===== src/rtl/risc_mem_pkg.sv =====
// risc_mem_pkg: shared RAM geometry and read-return owner encoding
package risc_mem_pkg;
  localparam int RAM_AW = 16;
  localparam int RAM_DW = 16;
  typedef enum logic [1:0] {OWN_NONE, OWN_CPU, OWN_DMP} owner_t;
endpackage


===== src/rtl/arb_starve_ctr.sv =====
// arb_starve_ctr: saturating count of consecutive denials of the non-preferred port
module arb_starve_ctr #(
  parameter int MAX_WAIT = 4
) (
  input  logic clk,
  input  logic reset,
  input  logic inc,
  input  logic clr,
  output logic sat
);
  localparam int CW = $clog2(MAX_WAIT + 1);
  logic [CW-1:0] cnt_q, cnt_d;
  // clear wins over increment; hold once the limit is reached
  always_comb begin
    cnt_d = clr ? '0 : (inc && cnt_q != CW'(MAX_WAIT)) ? cnt_q + 1'b1 : cnt_q;
    sat   = cnt_q == CW'(MAX_WAIT);
  end
  // counter register
  always_ff @(posedge clk or negedge reset)
    if (!reset) cnt_q <= '0;
    else        cnt_q <= cnt_d;
endmodule


===== src/rtl/ram_port_arbiter.sv =====
// ram_port_arbiter: request/grant sharing of the single-port RAM between CPU and dump ports
module ram_port_arbiter
  import risc_mem_pkg::*;
#(
  parameter int AW       = RAM_AW,
  parameter int DW       = RAM_DW,
  parameter int MAX_WAIT = 4
) (
  input  logic          clk,
  input  logic          reset,
  input  logic          dump_mode,
  input  logic          cpu_req,
  input  logic          cpu_we,
  input  logic [AW-1:0] cpu_addr,
  input  logic [DW-1:0] cpu_wdata,
  output logic          cpu_gnt,
  output logic          cpu_rvalid,
  output logic [DW-1:0] cpu_rdata,
  input  logic          dmp_req,
  input  logic [AW-1:0] dmp_addr,
  output logic          dmp_gnt,
  output logic          dmp_rvalid,
  output logic [DW-1:0] dmp_rdata,
  output logic          ram_we,
  output logic [AW-1:0] ram_addr,
  output logic [DW-1:0] ram_din,
  input  logic [DW-1:0] ram_dout,
  output logic [7:0]    conflict_cnt
);
  owner_t        rd_owner_q, rd_owner_d;
  logic [DW-1:0] cpu_hold_q, cpu_hold_d, dmp_hold_q, dmp_hold_d;
  logic [7:0]    conflict_q, conflict_d;
  logic          dump_mode_q, dump_mode_d;
  logic          sat, mode_chg, q_wins, dmp_win, q_req, q_gnt, inc, clr;
  // a mode change voids the stale starve count for this cycle's arbitration
  always_comb begin
    mode_chg    = dump_mode != dump_mode_q;
    q_wins      = sat & ~mode_chg;
    dmp_win     = dmp_req & (~cpu_req | (dump_mode ^ q_wins));
    dmp_gnt     = reset & dmp_win;
    cpu_gnt     = reset & cpu_req & ~dmp_win;
    q_req       = dump_mode ? cpu_req : dmp_req;
    q_gnt       = dump_mode ? cpu_gnt : dmp_gnt;
    inc         = q_req & ~q_gnt;
    clr         = q_gnt | ~q_req | mode_chg;
    ram_we      = cpu_gnt & cpu_we;
    ram_addr    = dmp_gnt ? dmp_addr : cpu_addr;
    ram_din     = cpu_wdata;
    rd_owner_d  = (cpu_gnt && !cpu_we) ? OWN_CPU : dmp_gnt ? OWN_DMP : OWN_NONE;
    cpu_rvalid  = rd_owner_q == OWN_CPU;
    dmp_rvalid  = rd_owner_q == OWN_DMP;
    cpu_rdata   = cpu_rvalid ? ram_dout : cpu_hold_q;
    dmp_rdata   = dmp_rvalid ? ram_dout : dmp_hold_q;
    cpu_hold_d  = cpu_rdata;
    dmp_hold_d  = dmp_rdata;
    conflict_d  = (cpu_req && dmp_req && conflict_q != 8'hFF) ? conflict_q + 8'd1 : conflict_q;
    conflict_cnt = conflict_q;
    dump_mode_d = dump_mode;
  end
  // read-return owner, held read data, conflict counter and mode history
  always_ff @(posedge clk or negedge reset)
    if (!reset) begin
      rd_owner_q  <= OWN_NONE;
      cpu_hold_q  <= '0;
      dmp_hold_q  <= '0;
      conflict_q  <= '0;
      dump_mode_q <= 1'b0;
    end else begin
      rd_owner_q  <= rd_owner_d;
      cpu_hold_q  <= cpu_hold_d;
      dmp_hold_q  <= dmp_hold_d;
      conflict_q  <= conflict_d;
      dump_mode_q <= dump_mode_d;
    end
  arb_starve_ctr #(.MAX_WAIT(MAX_WAIT)) u_starve (
    .clk  (clk),
    .reset(reset),
    .inc  (inc),
    .clr  (clr),
    .sat  (sat)
  );
endmodule


===== config.mk =====
export PLATFORM = sky130hd
export DESIGN_NAME = ram_port_arbiter
export DESIGN_NICKNAME = d
export VERILOG_FILES = /design/src/rtl/risc_mem_pkg.sv /design/src/rtl/arb_starve_ctr.sv /design/src/rtl/ram_port_arbiter.sv
export SDC_FILE = /design/constraint.sdc
export NUM_CORES = 1
export LEC_CHECK = 0
export ABC_CLOCK_PERIOD_IN_PS = 2000
export CAP_MARGIN = 15
export CORE_UTILIZATION = 33
export CTS_CLUSTER_SIZE = 25
export DETAILED_ROUTE_END_ITERATION = 12
export GPL_ROUTABILITY_DRIVEN = 0
export PLACE_DENSITY = 0.77
export SLEW_MARGIN = 0
export SYNTH_ARGS = -nofsm -noshare
export SYNTH_HDL_FRONTEND = slang
export SYNTH_SLANG_ARGS = --single-unit

===== constraint.sdc =====
create_clock -name clk -period 2 [get_ports clk]
set_clock_uncertainty 0.1 [all_clocks]
set_input_delay 0.2 -clock clk [delete_from_list [all_inputs] [get_ports clk]]
set_output_delay 0.2 -clock clk [all_outputs]
set_load 0.02 [all_outputs]

### Signal wires on met2, run 1

Scale bar: 20 µm.
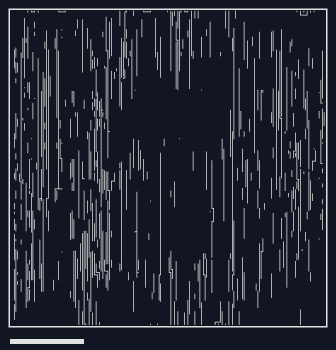
348 nets have wire on it. The layer carries 2,890 µm of wire. The longest straight run is 40.8 µm.
GR Layer Usage met2: 29.5%
vias: 1,821
Routed WL: 5.81 mm

### Supply network, run 1

Pins as bars on the die edge. Tap cells in grey.
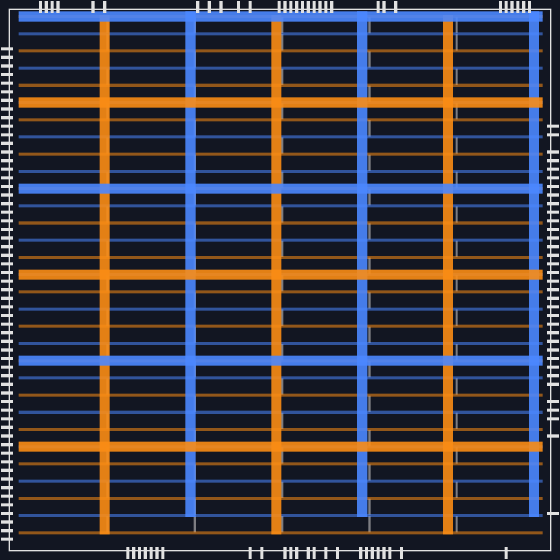
VSS: in orange. VDD: in blue.
6 straps on met4. 147 signal pins sit on the boundary. 6 straps on met5. 31 met1 rails follow the rows.
width of the die: 85.3 µm
die height: 85.3 µm
Core ar.: 6760 µm²
Max IR drop VDD: 0.346 mV

==> results.yml, run 1 <==
# synthesis and place-and-route metrics
drt:
  top_layer_used: "met4"
  drc_errors: 0
  drtAntennaViolNets: 0
  detail_route.wl_per_cell_um: 14.8
  route.met3.wl_um: 412
  initialDrtViolationCount: 49
  vias_per_cell: 4.66
setup_path:
  start_kind: "flop"
  r2r_cells: 7
  endpoint_kind: "primary output"
floorplanning:
  fp-utilization_pct: 33.9
  die_area_um2: 7280
worst_hold_path:
  min_path_cells: 3
  min_to: "rd_owner_q[1]"
synthesis:
  fa_ha_area_share_pct: 1.64
  topCombFamilyByArea: "multiplexers"
  synth-xor-area-share_pct: 1.91
  aoi_share_pct: 5.73
  yosysTopAreaCellShare_pct: 50.2
  synthCells: 172
power:
  swShare_pct: 32.1
  seq_power_mw: 1.24
  power_leader: "combinational cells"
  comb_power_share_pct: 42.4
placed_design:
  dp_slack_ps: -356
final_timing:
  period_used_pct: 113
  setup_violations: 32
  setup_slack_ps: -263
  max_slew_margin_pct: 76.7
  max_freq_ghz: 0.442
  hold_viol: 0
  worstMarginPinSlew_ps: 350
  fin_hold_ws_ps: 140
run:
  warnings: 29
  max-cap-violations: 0
clock_network:
  cts_hold_buf: 1
  cts_max_path_buffers: 2
outcome:
  failed_checks: "negative setup slack"
  status: "finished, violations left"
grt:
  grt_first_pass_wirelength_mm: 9.24
### Cells coloured by class, run 1

Scale bar: 20 µm. Fill, decap, tap and diode cells in grey.
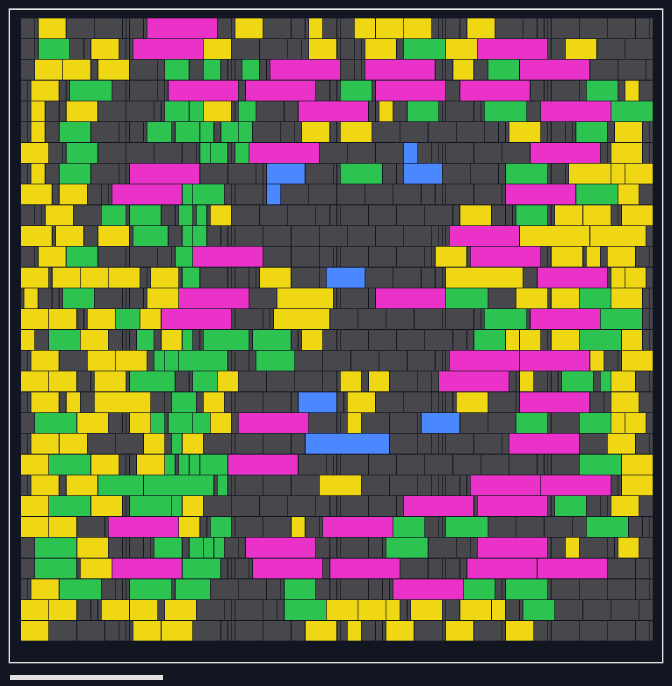
all other logic: in green, cells 105, share of their area 28%. flip-flops: in magenta, cells 46, share of their area 30%. clock drivers and dummy loads: in blue, cells 8, share of their area 2.8%. other buffers and delay cells: in yellow, cells 152, share of their area 39%.
final core utilization: 58.1%
design area: 3920 µm²
flop share of the area: 29.3%
row cnt: 30

### Clock distribution, run 1

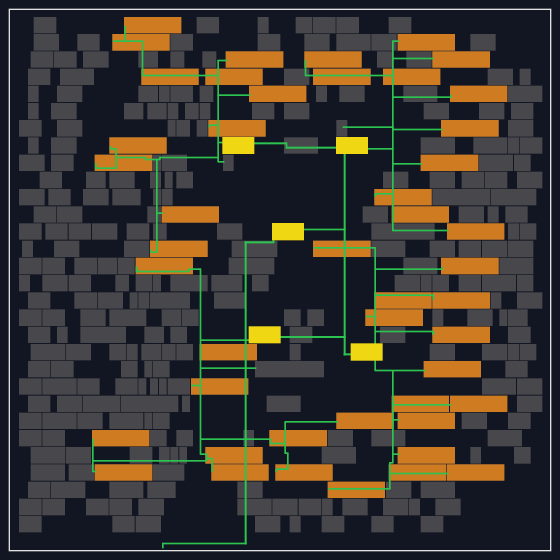
flip-flops: in orange, count 46. clock wires: in green, length 583 µm. cells driving clock nets: in yellow, count 5.
There are 6 routed clock nets.
Latency at later pin: 290 ps
clock network power: 0.676 mW
clock network power share: 20.3%

[run 1: how the worst max path moves through the flow]
| stage | endpoint | slack (ps) | start | cells past startpoint |
|---|---|---|---|---|
| after floorplan | ram_addr[10] | 30 | u_starve.cnt_q[0] | 7 |
| after global placement | ram_addr[3] | -330 | u_starve.cnt_q[0] | 8 |
| after detailed placement | ram_addr[0] | -360 | dump_mode | 6 |
| after CTS | ram_addr[6] | -340 | u_starve.cnt_q[1] | 9 |
| after global routing | ram_addr[2] | -360 | u_starve.cnt_q[0] | 8 |
| final | ram_addr[0] | -260 | u_starve.cnt_q[0] | 8 |
[run 1: layout make-up]
cell class | count | area [µm²] | area share, %
inverters | 5 | 18.8 | 0.478
clock inverters | 3 | 40.0 | 1.02
flip-flops and latches | 46 | 1150 | 29.3
repair buffers | 152 | 1480 | 37.8
clock buffers | 5 | 68.8 | 1.75
well taps | 80 | 100 | 2.55
multi-input cells | 100 | 1060 | 27.0
[run 1: synth_stat cells (all sizes together) (2+ instances only)]
library cell and count:
inv 5, a31oi 4, xnor2 4, and2 2, o21ai 2, nor2b 4
nand2 5, dfrtp 46, nor2 6, ha 3, buf 21, a21oi 4
mux2 49, nand3 5
[run 1: worst min-delay path: cells and delay by family]
family | cells | cell delay (ps)
buffers and inverters | 1 | 110
and+or+nand+nor | 1 | 120
AOI/OAI and AO/OA | 1 | 60
[run 1: flip-flops by register name (all words and copies together) (netlist names)]
name            flops
conflict_cnt        8
cpu_hold_q         16
dmp_hold_q         16
dump_mode_q         1
rd_owner_q          2
u_starve.cnt_q      3
[run 1: stage by stage]
stage | cell area, µm² | TNS [ps]
after floorplan | 2290 | 0
after global placement | 3540 | -5460
after detailed placement | 3540 | -5860
after CTS | 3790 | -6540
after global routing | 3920 | -7450
final | 3920 | -4720
### Cell outlines without signal wires, run 1

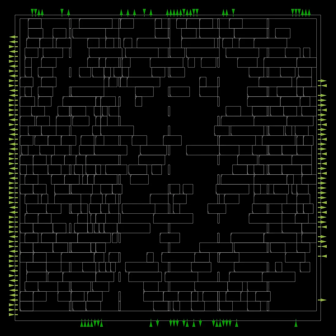

## Run 2: what changed since run 1
--- a/config.mk
+++ b/config.mk
@@ -7,6 +7,7 @@
 export LEC_CHECK = 0
 export ABC_CLOCK_PERIOD_IN_PS = 2000
 export CAP_MARGIN = 15
+export CORE_MARGIN = 2
 export CORE_UTILIZATION = 33
 export CTS_CLUSTER_SIZE = 25
 export DETAILED_ROUTE_END_ITERATION = 12
### Cell outlines without signal wires, run 2

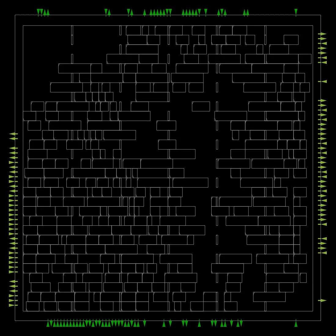
FILL cells: 592
Seq cells: 46
flop share of the area: 30.2%
Tapcell Cnt: 80

### Signal wires on met2, run 2

Scale bar: 20 µm.
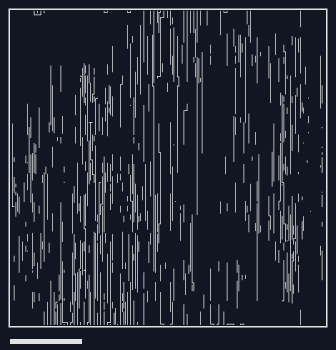
The wires run mostly vertical. The layer carries 3,010 µm of wire.
GR Layer Usage met2: 28.0%
Routed WL: 5.84 mm

==> run 2 against run 1 <==
  * The run still ends with negative setup slack left
  * Critical path depth is the same
  * Clock power decreased by 22%
  * Global-route usage fell by 1.2 points
  * Worst hold slack gained 41 ps
  * Sequential power hardly changed
  * Critical path type unchanged
  * Largest power group unchanged
  * Highest routed layer unchanged
==> results.yml, run 2 <==
# synthesis and place-and-route metrics
synthesis:
  fa_ha_area_share_pct: 1.64
  most_common_cell: "dfrtp_1"
  aoi_share_pct: 5.73
  synthCells: 172
  ys_top_cells_by_count: "dfrtp_1 (46), mux2_2 (37), buf_4 (16)"
  yosysTopAreaCellShare_pct: 50.2
  topCombFamilyByArea: "multiplexers"
  synth-xor-area-share_pct: 1.91
drt:
  initialDrtViolationCount: 15
  detail_route.wl_per_cell_um: 15.2
floorplanning:
  die_area_um2: 7630
  rows: 30
  die-height_um: 87.3
  fp.dieW_um: 87.3
  fp-utilization_pct: 33.9
  core-area_um2: 6760
cells_and_area:
  dominant-cell-class: "non-clock buffers"
  comb_share_pct: 27.1
  buffers: 147
  flop_area_um2: 1150
  inverters_excl_clock: 5
  comb.multi_input.count: 100
  clock_buffers: 6
  clk_share_pct: 2.10
outcome:
  status: "finished, violations left"
  failed_checks: "negative setup slack"
placed_design:
  place_area_um2: 3530
setup_path:
  endpoint_kind: "primary output"
  start_kind: "flop"
run:
  max-cap-violations: 0
  warnings: 29
final_timing:
  setup_violations: 19
  max_slew_margin_pct: 67.3
  setup_slack_ps: -264
  fin_hold_ws_ps: 180
grt:
  grt_first_pass_wirelength_mm: 9.18
worst_hold_path:
  min_to: "rd_owner_q[1]"
power:
  vdd_drop_max_mv: 0.698
### Cells coloured by class, run 2

Scale bar: 20 µm. Fill, decap, tap and diode cells in grey.
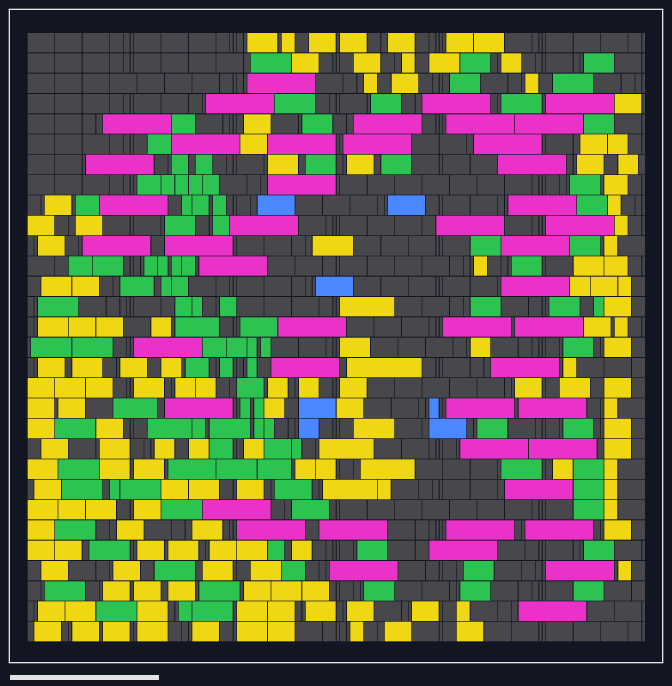
other buffers and delay cells: in yellow, cells 147, share of their area 39%. all other logic: in green, cells 105, share of their area 28%. flip-flops: in magenta, cells 46, share of their area 31%. clock drivers and dummy loads: in blue, cells 7, share of their area 2.2%.
final core utilization: 56.5%
design area: 3820 µm²

## run 2: cell counts after synthesis
Identical to the previous run, type by type.
## run 2: timing repair
action / 4_1_cts / 5_1_grt
endpoints found under the setup margin: 51 / 42
gates resized: 249 / 21
gates cloned: 1 / 0
buffers inserted: 15 / 5
pin swaps: 3 / 2
hold buffers: 2 / 0
endpoints found under the hold margin: 23 / 0
## run 2: how the worst max path moves through the flow
stage | from | to | slack [ps] | depth (start not counted)
2_1_floorplan | u_starve.cnt_q[0] | ram_addr[10] | 30 | 7
3_3_place_gp | u_starve.cnt_q[1] | ram_addr[14] | -350 | 8
5_1_grt | u_starve.cnt_q[1] | ram_addr[5] | -360 | 8
3_5_place_dp | dump_mode | ram_addr[9] | -370 | 6
4_1_cts | u_starve.cnt_q[1] | ram_addr[7] | -300 | 9
6_report | u_starve.cnt_q[1] | ram_addr[5] | -260 | 8
## run 2: cell families after synthesis
family / after synthesis
compound gates: 15
xor+xnor: 5
fa+ha+maj: 3
buf+inv: 26
flops: 46
mux: 50
simple gates: 27
## run 2: worst max-delay path: stages (launching register included)
cell	delay [ps]
dfrtp_1	390
inv_1	60
ha_2	180
and2_4	160
o21ai_4	60
a21oi_4	200
buf_6	170
mux2_4	310
buf_6	130
## run 2: power by group
| part | internal, mW | total (mW) | switching (mW) |
|---|---|---|---|
| Sequential | 1.14 | 1.24 | 0.105 |
| Combinational | 0.693 | 1.33 | 0.634 |
| Clock | 0.240 | 0.530 | 0.290 |
## run 2: routing by layer
layer	global-route usage, %	vias up	part of all wire, %
li1	-	846	-
met4	5.59	0	1.6
met3	2.75	12	5.8
met5	0	-	0
met2	28.0	72	52
met1	18.1	868	41
### Clock distribution, run 2

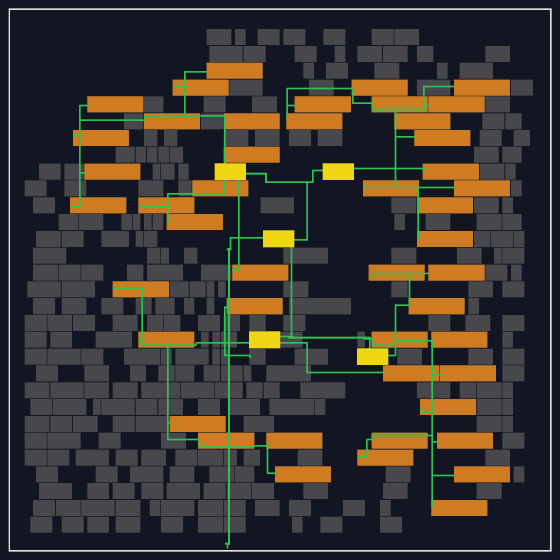

## Run 3: what changed since run 2
--- a/config.mk
+++ b/config.mk
@@ -13,7 +13,7 @@
 export DETAILED_ROUTE_END_ITERATION = 12
 export GPL_ROUTABILITY_DRIVEN = 0
 export PLACE_DENSITY = 0.77
-export SLEW_MARGIN = 0
+export SLEW_MARGIN = 20
 export SYNTH_ARGS = -nofsm -noshare
 export SYNTH_HDL_FRONTEND = slang
 export SYNTH_SLANG_ARGS = --single-unit
### Clock distribution, run 3

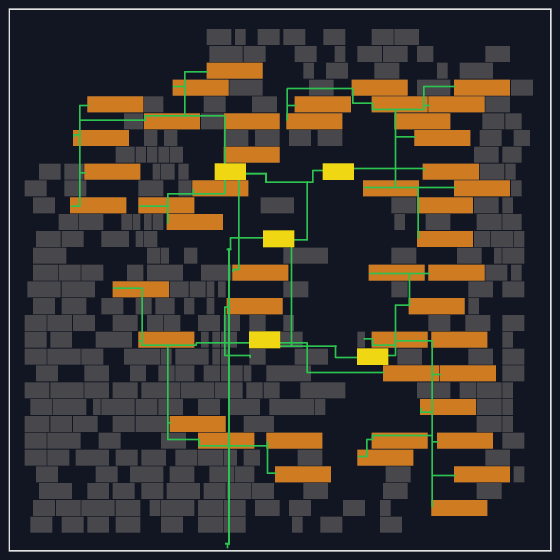
flip-flops: in orange, count 46. clock wires: in green, length 531 µm. cells driving clock nets: in yellow, count 5.
There are 6 routed clock nets.
clock network power: 0.531 mW
clock network power share: 17.2%

### Cell outlines without signal wires, run 3

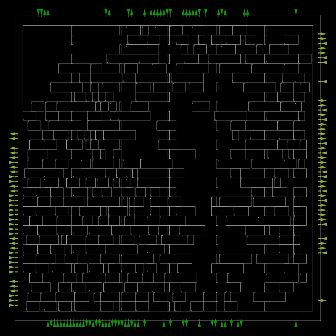
flop share of the area: 30.4%
FILL cells: 595
final core utilization: 56.0%
Layout Cells excl Fill: 384

==> run 3 against run 2 <==
  * The run still ends with negative setup slack left
  * Sequential power is essentially flat
  * Non-clock buffer count shrank 1
  * Sequential share of layout area grew 0.26 points
  * Fmax rose by 0.11%
  * First-iteration DRC count increased by 6.7%
  * Routed wire length about the same
==> results.yml, run 3 <==
# synthesis and place-and-route metrics
grt:
  grt_first_pass_wirelength_mm: 9.18
  grtUsageMet2_pct: 28.0
drt:
  initialDrtViolationCount: 16
  wl_mm: 5.83
  met2_length_mm: 3.01
  detail_route.wl_per_cell_um: 15.2
final_timing:
  period_used_pct: 113
  setup_slack_ps: -261
  setup_violations: 19
  hold_viol: 0
setup_path:
  endpoint_kind: "primary output"
  critPathTopFamily: "flip-flops"
  critPathSlowestCell: "dfrtp_1"
synthesis:
  most_common_cell: "dfrtp_1"
power:
  seq_power_mw: 1.24
  p_int_mw: 2.06
  swShare_pct: 33.3
  comb-power_mw: 1.32
  power_leader: "combinational cells"
floorplanning:
  fp-utilization_pct: 33.9
  rows: 30
outcome:
  failed_checks: "negative setup slack"
  status: "finished, violations left"
clock_network:
  cts_max_path_buffers: 2
  post_cts_buffers: 15
### Supply network, run 3

Pins as bars on the die edge. Tap cells in grey.
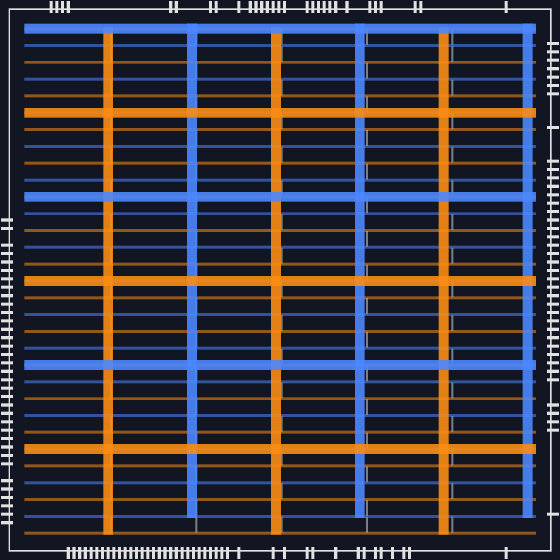
VDD: in blue. VSS: in orange.
6 straps on met5. 80 tap cells. 31 met1 rails follow the rows.
Max IR drop VDD: 0.699 mV
die height: 87.3 µm
width of the die: 87.3 µm

==> run 3: netlist changes by cell type in the layout (fill, tap and decap cells not counted), sizes merged <==
cell,previous run,this run
dlygate4sd3,2,1
==> run 3: through the flow <==
step / cell area [µm²] / setup TNS (ps) / power, mW
after global routing: 3780 / -6060 / 3.27
after detailed placement: 3530 / -6230 / 2.60
after floorplan: 2290 / 0 / 1.95
after CTS: 3800 / -4630 / 3.11
after global placement: 3530 / -5900 / 2.57
final: 3780 / -4260 / 3.09
==> run 3: worst max-delay path by stage <==
| stage | slack, ps | cells past startpoint | from | to |
|---|---|---|---|---|
| after floorplan | 30 | 7 | u_starve.cnt_q[0] | ram_addr[10] |
| after global placement | -350 | 8 | u_starve.cnt_q[1] | ram_addr[14] |
| after detailed placement | -370 | 6 | dump_mode | ram_addr[9] |
| after CTS | -300 | 9 | u_starve.cnt_q[1] | ram_addr[7] |
| after global routing | -360 | 8 | u_starve.cnt_q[1] | ram_addr[5] |
| final | -260 | 8 | u_starve.cnt_q[1] | ram_addr[5] |
==> run 3: kinds of logic (layout without fill, tap and decap cells) <==
kind of cell	Yosys count	after routing	synth area share (%)
AND-OR/OR-AND	15	15	5.73
multiplexers	50	50	26.0
AND/OR/NAND/NOR	27	27	6.71
adder cells (fa/ha/maj)	3	3	1.64
flip-flops	46	46	50.2
buffers and inverters	26	158	7.81
XOR/XNOR	5	5	1.91
==> run 3: area by class of cell <==
type	count	area [µm²]	area share [%]
repair buffers	146	1400	37.0
flip-flops and latches	46	1150	30.4
multi-input cells	100	1030	27.3
well taps	80	100	2.64
clock buffers	6	72.6	1.92
inverters	5	18.8	0.496
clock inverters	1	7.51	0.198
Power and IR drop assume default switching activity.
